<file path="src/rtl/seq_det_ctrl.sv">
// seq_det_ctrl: serialises valid/ready words MSB-first onto an external 1-bit detector and counts its hits.
// Build option SEQ_DET_CTRL_WORD_CLR_EN adds a LOAD cycle that clears the detector before every word.
//
// state | meaning
// IDLE  | waiting for a word, s_ready high
// LOAD  | det_clr pulse, no bit sent (SEQ_DET_CTRL_WORD_CLR_EN only)
// SHIFT | one word bit per cycle on det_bit
// DRAIN | count the hit for the final bit, may accept the next word
module seq_det_ctrl #(
    parameter int DATA_W = 8,
    parameter int CNT_W  = 8
) (
    input  logic              clk,
    input  logic              reset,
    input  logic              s_valid,
    input  logic [DATA_W-1:0] s_data,
    output logic              s_ready,
    output logic              det_bit,
    output logic              det_clr,
    input  logic              det_match,
    input  logic              cnt_clr,
    output logic [CNT_W-1:0]  match_cnt,
    output logic              busy,
    output logic              word_done,
    output logic              word_match
);
    localparam int BIT_CW = $clog2(DATA_W);
    localparam logic [BIT_CW-1:0] LAST_BIT = BIT_CW'(DATA_W - 1);
    localparam logic [CNT_W-1:0]  CNT_MAX  = {CNT_W{1'b1}};

    typedef enum logic [1:0] {
        IDLE  = 2'd0,
        SHIFT = 2'd1,
        DRAIN = 2'd2
`ifdef SEQ_DET_CTRL_WORD_CLR_EN
        , LOAD = 2'd3
`endif
    } state_t;

    state_t            state;
    logic [DATA_W-1:0] shreg;
    logic [BIT_CW-1:0] bit_cnt;
    logic              bit_vld_q;
    logic              hit_acc;
    logic              hit;
    logic              accept;

    assign s_ready = (state == IDLE) || (state == DRAIN);
    assign accept  = s_valid && s_ready;
    // A hit in the same cycle as cnt_clr is dropped from both the count and word_match.
    assign hit     = bit_vld_q && det_match && !cnt_clr;

`ifndef SEQ_DET_CTRL_WORD_CLR_EN
    assign det_clr = 1'b0;
`endif

    always_ff @(posedge clk or posedge reset) begin
        if (reset) begin
            state      <= IDLE;
            shreg      <= '0;
            bit_cnt    <= '0;
            det_bit    <= 1'b0;
            bit_vld_q  <= 1'b0;
            hit_acc    <= 1'b0;
            match_cnt  <= '0;
            busy       <= 1'b0;
            word_done  <= 1'b0;
            word_match <= 1'b0;
`ifdef SEQ_DET_CTRL_WORD_CLR_EN
            det_clr    <= 1'b0;
`endif
        end else begin
            word_done <= 1'b0;
            bit_vld_q <= (state == SHIFT);

            if (cnt_clr)
                match_cnt <= '0;
            else if (hit && (match_cnt != CNT_MAX))
                match_cnt <= match_cnt + 1'b1;

            if (hit)
                hit_acc <= 1'b1;

            case (state)
`ifdef SEQ_DET_CTRL_WORD_CLR_EN
                LOAD: begin
                    det_clr <= 1'b0;
                    det_bit <= shreg[DATA_W-1];
                    shreg   <= {shreg[DATA_W-2:0], 1'b0};
                    state   <= SHIFT;
                end
`endif
                SHIFT: begin
                    if (bit_cnt == '0) begin
                        state <= DRAIN;
                    end else begin
                        det_bit <= shreg[DATA_W-1];
                        shreg   <= {shreg[DATA_W-2:0], 1'b0};
                        bit_cnt <= bit_cnt - 1'b1;
                    end
                end
                DRAIN: begin
                    // det_bit keeps its last value so a continuously running detector sees a steady input
                    word_done  <= 1'b1;
                    word_match <= hit_acc || hit;
                    hit_acc    <= 1'b0;
                    state      <= IDLE;
                    busy       <= 1'b0;
                end
                default: ;
            endcase

            if (accept) begin
                // In DRAIN word_match is still reporting the finishing word, so only clear it from IDLE
                if (state == IDLE)
                    word_match <= 1'b0;
                hit_acc <= 1'b0;
                busy    <= 1'b1;
                bit_cnt <= LAST_BIT;
`ifdef SEQ_DET_CTRL_WORD_CLR_EN
                state   <= LOAD;
                det_clr <= 1'b1;
                det_bit <= 1'b0;
                shreg   <= s_data;
`else
                state   <= SHIFT;
                det_bit <= s_data[DATA_W-1];
                shreg   <= {s_data[DATA_W-2:0], 1'b0};
`endif
            end
        end
    end

endmodule

</file>
<file path="config.mk">
export PLATFORM = sky130hd
export DESIGN_NAME = seq_det_ctrl
export DESIGN_NICKNAME = d
export VERILOG_FILES = /design/src/rtl/seq_det_ctrl.sv
export SDC_FILE = /design/constraint.sdc
export NUM_CORES = 1
export LEC_CHECK = 0
export CAP_MARGIN = 20
export CORE_MARGIN = 5
export CORE_UTILIZATION = 48
export CTS_BUF_LIST = sky130_fd_sc_hd__clkbuf_16
export DETAILED_ROUTE_END_ITERATION = 16
export MAX_ROUTING_LAYER = met4
export PLACE_DENSITY_LB_ADDON = 0.05
export SKIP_LAST_GASP = 1
export SLEW_MARGIN = 20
export SYNTH_ARGS = -nofsm -noshare
export SYNTH_HDL_FRONTEND = slang
export SYNTH_SLANG_ARGS = --single-unit
export TNS_END_PERCENT = 50
</file>
<file path="constraint.sdc">
create_clock -name clk -period 1.8 [get_ports clk]
set_input_delay 0.45 -clock clk [delete_from_list [all_inputs] [get_ports clk]]
set_output_delay 0.45 -clock clk [all_outputs]
set_load 0.01 [all_outputs]
</file>
==> impl_metrics.json <==
{
  "status": "finished clean",
  "numSynthFlops": 26,
  "yosys-mux-area-fraction_pct": 1.69,
  "cts_setup_buffers": 0,
  "path_class": "reg -> out",
  "syn_area_sq_um": 1180,
  "synth_cell_types": 32,
  "met2_length_microns": 1270,
  "yosys-top-cells-area": "dfrtp_1 55%, nand2_1 7.6%, a22oi_1 4.4%, ha_1 3.2%, a21oi_1 2.5%",
  "drtIter0Drc": 20,
  "clkSinkCount": 26,
  "routed-wl-met3_microns": 130,
  "min_period_ns": 1.74,
  "synthFlopType": "dfrtp_1",
  "grt_max_degree": 27,
  "fp_util_pct": 49.1,
  "core.rowCount": 18,
  "final_common_cell": "dfrtp_1",
  "warnings": 27,
  "fin_setup_tns_ns": 0,
  "r2r_cells": 6,
  "path_depth": 1,
  "cts-root-buf": "clkbuf_16",
  "grt_first_pass_wirelength_microns": 4150,
  "end_kind": "output pin",
  "top_area_cell": "dfrtp_1",
  "grt_pass1_vias": 958,
  "cpLargestDelayFamily": "buffers and inverters",
  "grt_use_met1_pct": 18.7,
  "drv_slew": 0,
  "reg_top3": "match_cnt x8, shreg x7, bit_cnt x3",
  "total_power_w": 0.00207,
  "synthTopLogicFamily": "simple AND/OR/NAND/NOR gates",
  "crit_buf_inv": 1,
  "vias": 964
}
## stage by stage
step,worst slack (ns),instances,instance area [sq um],util (%),hold slack (ns)
2_1_floorplan,0.293,121,1180,-,0.447
3_3_place_gp,0.0833,178,1490,62.0,0.460
3_5_place_dp,0.0678,178,1490,62.0,0.466
4_1_cts,0.0365,182,1570,65.3,0.481
5_1_grt,0.0101,182,1580,65.4,0.499
6_report,0.0563,182,1580,65.4,0.479
## where the power goes
group	switching (W)	internal (W)
combinational	0.000384	0.000331
clock	0.000184	0.000297
sequential	0.000106	0.000773
## area by class of cell
class / count / area [sq um]
Inverter: 6 / 22.5
Timing Repair Buffer: 31 / 298
Fill cell: 205 / 835
Sequential cell: 26 / 651
Tap cell: 30 / 37.5
Clock inverter: 1 / 3.75
Clock buffer: 3 / 75.1
Multi-Input combinational cell: 85 / 488
**M1 wires**

The bar under the picture is 20 microns long.
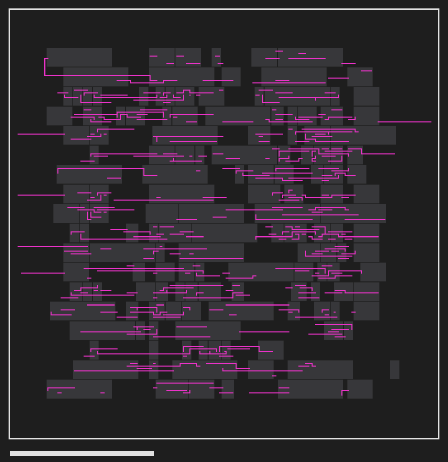
longest straight run: 14.7 microns
nets with wire on the layer: 149
main direction: horizontal
share of all routed wire: 42%

**Track usage over the die**

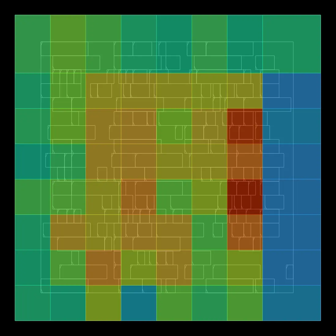
wire per inst: 13.5 microns
met2 Usage GRT: 26.5%
Final Util: 65.4%

No activity file was given, so power comes from the tool's default toggle rates.
